**src/rtl/seg7_pkg.sv**
```systemverilog
// Shared constants and helpers for the multiplexed
// 7-segment scan controller.
package seg7_pkg;

  localparam logic [6:0] SEG_BLANK = 7'h7F;

  // Segment order {g,f,e,d,c,b,a}, active-low.
  function automatic logic [6:0] hex_decode(input logic [3:0] nib);
    logic [6:0] s;
    s = SEG_BLANK;
    unique case (nib)
      4'h0: s = 7'h40;
      4'h1: s = 7'h79;
      4'h2: s = 7'h24;
      4'h3: s = 7'h30;
      4'h4: s = 7'h19;
      4'h5: s = 7'h12;
      4'h6: s = 7'h02;
      4'h7: s = 7'h78;
      4'h8: s = 7'h00;
      4'h9: s = 7'h18;
      4'hA: s = 7'h08;
      4'hB: s = 7'h03;
      4'hC: s = 7'h27;
      4'hD: s = 7'h21;
      4'hE: s = 7'h06;
      4'hF: s = 7'h0E;
    endcase
    return s;
  endfunction

  function automatic int unsigned cnt_width(input int unsigned n);
    if (n <= 2) return 1;
    return $clog2(n);
  endfunction

endpackage

```
**src/rtl/seg7_scan_ctrl_hex7seg.sv**
```systemverilog
// Combinational hex-to-7-segment decoder shared by
// all scanned digits.
module seg7_scan_ctrl_hex7seg
  import seg7_pkg::*;
(
  input  logic [3:0] nib_i,
  output logic [6:0] seg_o
);

  assign seg_o = hex_decode(nib_i);

endmodule

```
**src/rtl/seg7_scan_ctrl.sv**
```systemverilog
// Time-multiplexed scan controller for a common-anode
// 7-segment display with frame-aligned double buffering.
module seg7_scan_ctrl
  import seg7_pkg::*;
#(
  parameter int unsigned NUM_DIGITS = 4,
  parameter int unsigned DIV        = 50000,
  parameter int unsigned DEAD       = 2,
  parameter bit          BLANK_LZ   = 1'b1
) (
  input  logic                    clk,
  input  logic                    rst_n,
  input  logic                    en,
  input  logic                    load,
  input  logic [4*NUM_DIGITS-1:0] data_in,
  input  logic [NUM_DIGITS-1:0]   dp_in,
  output logic [6:0]              seg,
  output logic                    dp,
  output logic [NUM_DIGITS-1:0]   an,
  output logic                    frame_done
);

  localparam int unsigned CW = cnt_width(DIV);
  localparam int unsigned IW = cnt_width(NUM_DIGITS);
  localparam int unsigned NW = 4 * NUM_DIGITS;
  localparam logic [CW-1:0] DIV_LAST = CW'(DIV - 1);
  localparam logic [IW-1:0] IDX_LAST = IW'(NUM_DIGITS - 1);

  logic [CW-1:0]         div_cnt_q, div_cnt_d;
  logic [IW-1:0]         idx_q, idx_d;
  logic [NW-1:0]         act_q, act_d;
  logic [NW-1:0]         pend_w_q, pend_w_d;
  logic [NUM_DIGITS-1:0] act_dp_q, act_dp_d;
  logic [NUM_DIGITS-1:0] pend_dp_q, pend_dp_d;
  logic                  pend_q, pend_d;
  logic                  wrap;

  logic [3:0]            nib;
  logic [6:0]            hex_seg;
  logic [NUM_DIGITS-1:0] lz;
  logic                  lz_run;
  logic                  lit;
  logic                  blank_dig;

  logic [6:0]            seg_q, seg_d;
  logic                  dp_q, dp_d;
  logic [NUM_DIGITS-1:0] an_q, an_d;
  logic                  fd_q;

  always_comb begin
    div_cnt_d = div_cnt_q;
    idx_d     = idx_q;
    wrap      = 1'b0;
    if (!en) begin
      div_cnt_d = '0;
      idx_d     = '0;
    end else if (div_cnt_q == DIV_LAST) begin
      div_cnt_d = '0;
      if (idx_q == IDX_LAST) begin
        idx_d = '0;
        wrap  = 1'b1;
      end else begin
        idx_d = idx_q + IW'(1);
      end
    end else begin
      div_cnt_d = div_cnt_q + CW'(1);
    end
  end

  // A load on the wrap edge bypasses pending so it lands
  // in the frame that starts on that same edge.
  always_comb begin
    act_d     = act_q;
    act_dp_d  = act_dp_q;
    pend_w_d  = pend_w_q;
    pend_dp_d = pend_dp_q;
    pend_d    = pend_q;
    if (load) begin
      pend_w_d  = data_in;
      pend_dp_d = dp_in;
      pend_d    = 1'b1;
    end
    if (wrap) begin
      if (load) begin
        act_d    = data_in;
        act_dp_d = dp_in;
        pend_d   = 1'b0;
      end else if (pend_q) begin
        act_d    = pend_w_q;
        act_dp_d = pend_dp_q;
        pend_d   = 1'b0;
      end
    end
  end

  always_comb begin
    lz     = '0;
    lz_run = 1'b1;
    for (int i = NUM_DIGITS - 1; i > 0; i--) begin
      lz_run = lz_run && (act_q[4*i +: 4] == 4'h0)
               && !act_dp_q[i];
      lz[i]  = lz_run;
    end
  end

  assign nib = act_q[{idx_q, 2'b00} +: 4];

  seg7_scan_ctrl_hex7seg u_hex (
    .nib_i (nib),
    .seg_o (hex_seg)
  );

  assign lit       = en && (32'(div_cnt_q) >= DEAD);
  assign blank_dig = BLANK_LZ && lz[idx_q];

  always_comb begin
    seg_d = SEG_BLANK;
    dp_d  = 1'b1;
    an_d  = '1;
    if (lit) begin
      an_d[idx_q] = 1'b0;
      seg_d       = blank_dig ? SEG_BLANK : hex_seg;
      dp_d        = ~act_dp_q[idx_q];
    end
  end

  always_ff @(posedge clk or negedge rst_n) begin
    if (!rst_n) begin
      div_cnt_q <= '0;
      idx_q     <= '0;
      act_q     <= '0;
      act_dp_q  <= '0;
      pend_w_q  <= '0;
      pend_dp_q <= '0;
      pend_q    <= 1'b0;
      seg_q     <= SEG_BLANK;
      dp_q      <= 1'b1;
      an_q      <= '1;
      fd_q      <= 1'b0;
    end else begin
      div_cnt_q <= div_cnt_d;
      idx_q     <= idx_d;
      act_q     <= act_d;
      act_dp_q  <= act_dp_d;
      pend_w_q  <= pend_w_d;
      pend_dp_q <= pend_dp_d;
      pend_q    <= pend_d;
      seg_q     <= seg_d;
      dp_q      <= dp_d;
      an_q      <= an_d;
      fd_q      <= wrap;
    end
  end

  assign seg        = seg_q;
  assign dp         = dp_q;
  assign an         = an_q;
  assign frame_done = fd_q;

endmodule

```
**config.mk**
```make
export PLATFORM = sky130hd
export DESIGN_NAME = seg7_scan_ctrl
export DESIGN_NICKNAME = d
export VERILOG_FILES = /design/src/rtl/seg7_pkg.sv /design/src/rtl/seg7_scan_ctrl_hex7seg.sv /design/src/rtl/seg7_scan_ctrl.sv
export SDC_FILE = /design/constraint.sdc
export NUM_CORES = 1
export LEC_CHECK = 0
export ABC_CLOCK_PERIOD_IN_PS = 2400
export CELL_PAD_IN_SITES_DETAIL_PLACEMENT = 1
export CELL_PAD_IN_SITES_GLOBAL_PLACEMENT = 1
export CORE_ASPECT_RATIO = 0.8
export CORE_MARGIN = 4
export CORE_UTILIZATION = 41
export DETAILED_ROUTE_END_ITERATION = 8
export PLACE_DENSITY_LB_ADDON = 0.1
export SYNTH_ARGS = -nofsm -noshare
export SYNTH_HDL_FRONTEND = slang
export SYNTH_HIERARCHICAL = 1
export SYNTH_SLANG_ARGS = --single-unit
```
**constraint.sdc**
```tcl
create_clock -name clk -period 2.4 [get_ports clk]
set_clock_uncertainty 0.2 [all_clocks]
set_input_delay 0.24 -clock clk [delete_from_list [all_inputs] [get_ports clk]]
set_output_delay 0.24 -clock clk [all_outputs]
set_load 0.005 [all_outputs]
```
==> job_summary.md <==
## PnR job results

| Metric | Value |
|---|---|
| Outcome | complete, no violations |
| Net Sw Power | ~530 uW |
| CP required | ~2.5 ns |
| Pwr per Cell Area | around 600 nW/um^2 |
| Clk pwr share | about two fifths |
| CTS tree | done |
| Via-to-Cell Ratio | between 5 and 6 |
| Met3 WL post-DR | between 300 and 400 um |
| Num rows | 29 |
| Critical Path Sink | seg[1] |
| Slew @ Worst Pin | roughly 0.52 ns |
| DR WL met2 | between 3000 and 4000 um |
| RR Endpoint | seg[1] |
| Crit-path slowest cell | mux4_2 |
| ANT cells | 0 |
| Clock-pin transition on the worst setup and hold timing paths | ~0.07 ns |
| Comb pwr share | ~8.2% |
| Worst VDD drop | 245 uV |
| Post-synth seq share | a little over half |
| GR Util All Layers | approximately 16% |
| Ys async rst share | 100% |
| Max-Cap Viols | 0 |
| CP Data Arrival Time | approximately 2.3 ns |
| FP Util | a little over two fifths |
| Gpl congestion | roughly 0.84 |
| Endpoint class of the critical path | flop |
| Synthesized registers | ~72 |
| Final worst slack | 0.153 ns |
| Mean routed wirelength per cell | between 15 and 20 um |
| Drc violations | 0 |
| Floorplan Nets | between 200 and 300 |
| Crit path launch type | flop |
| Largest net degree at the start of global routing | 52 |
| Share of power burned in registers | 53.3% |
| Dpl cell area | about 3900 sq um |
| CTS buffer count | 9 |
| Crit share post-route | a little over nine tenths |
| CP Class | reg -> reg |
| Clk. pwr | slightly above 900 uW |
| Switching share of total power | a little over a fifth |
| CP Buf/Inv Count | 1 |
| Seq pwr | ~1.3 mW |
| Post-DP HPWL | between 5000 and 6000 um |
| Mean Syn Cell Area | approximately 13 sq um |
| Reg2reg path depth | 7 |
| H-tree levels | 3 |
| Number of OpenROAD warnings | 34 |
| FF-to-FF setup slack | about 0.15 ns |
| Post-route antenna net violation count | 0 |
| # IOs | 37 |
[run 1: repair_timing]
item | 4_1_cts | 5_1_grt
setup endpoints to repair | 0 | 1
hold buffers | 1 | 0
gates resized | 0 | 2
endpoints found under the hold margin | 9 | 0
setup buffers | 0 | 0
[run 1: area by class of cell]
class	instances	area, sq um
Clock inverter	4	45.0
Inverter	9	38.8
Clock buffer	12	145
Sequential cell	72	1820
Fill cell	818	3820
Timing Repair Buffer	54	518
Multi-Input combinational cell	172	1430
Tap cell	108	135
[run 1: synthesized netlist by cell type, types with 2 or more instances]
library cell / instances / area, sq um
a21oi_1: 3 / 15.0
a22o_1: 2 / 17.5
buf_1: 2 / 7.51
buf_2: 3 / 15.0
buf_6: 3 / 33.8
clkbuf_1: 2 / 7.51
dfrtp_1: 60 / 1500
dfstp_2: 12 / 315
ha_1: 11 / 138
inv_1: 8 / 30.0
mux2_2: 40 / 450
mux2i_1: 3 / 30.0
mux4_2: 6 / 135
nand2_1: 13 / 48.8
nand3_1: 6 / 30.0
nand3b_1: 7 / 52.6
nand4_1: 5 / 31.3
nor2_1: 26 / 97.6
nor3_1: 9 / 45.0
nor4_1: 6 / 37.5
o21ai_1: 4 / 20.0
xnor2_1: 12 / 105
xor2_1: 2 / 17.5
[run 1: sequential cells by signal (all words and copies together), names as in the netlist]
name and flops:
div_cnt_q 16, act_dp_q 4, pend_dp_q 4, idx_q 2, pend_q 1, frame_done 1, seg 7, pend_w_q 16
an 4, dp 1, act_q 16
[run 1: stage by stage]
stage	total power [mW]	hold WS [ns]	utilization [%]
after floorplan	1.39	-0.256	-
after global placement	1.51	0.0377	49.4
after detailed placement	1.52	0.0400	49.4
after CTS	2.46	0.199	51.9
after global routing	2.53	0.247	52.0
final	2.42	0.201	52.0
### Sequential cells grouped by signal name, run 1

(4 px per um) Other sequential cells in the stronger grey, the rest of the logic in the fainter grey.
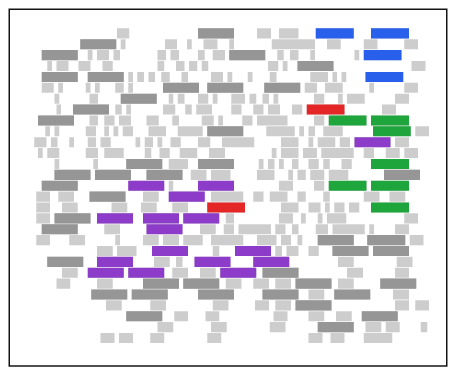
name in the netlist	colour	flops
act_q	purple	16
an	blue	4
seg	green	7
idx_q	red	2

### Placement density heat map, run 1

(3 px per um) 11 x 9 tiles, from white (low) to dark blue (high), 0 to 100% covered.
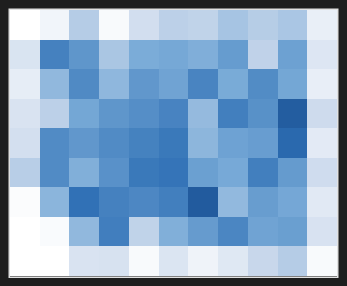
emptiest ninth of the die	bottom left
nearly empty tiles	5.1%
fullest tile	83%
densest ninth of the die	middle

### Floorplan with the power grid, run 1

(3 px per um) Pins as bars on the die edge. Tap cells in grey.
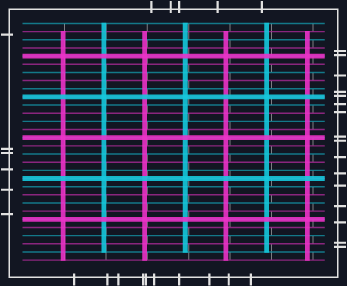
net	colour
VSS	magenta
VDD	cyan
met1 rails	30
tap cells	108
Die H: 88.8 um
die x size: 109 um

### Clock nets, run 1

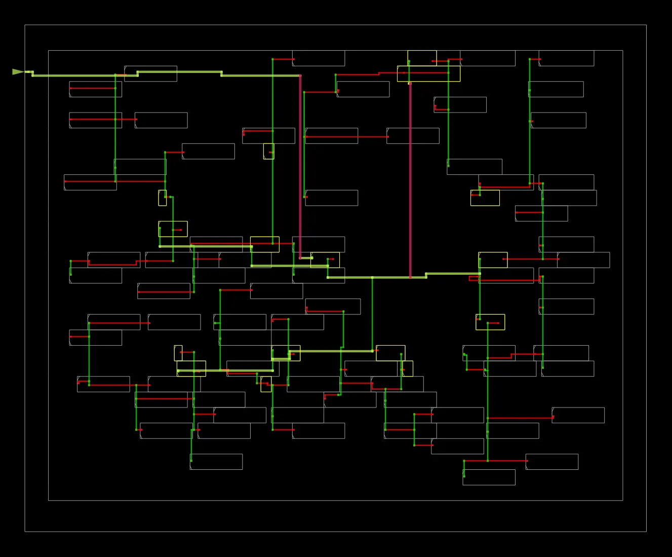
Flops: 72
Insertion Delay late pin: 0.34 ns
clock buffer count: 12

No activity file was given, so power comes from the tool's default toggle rates.
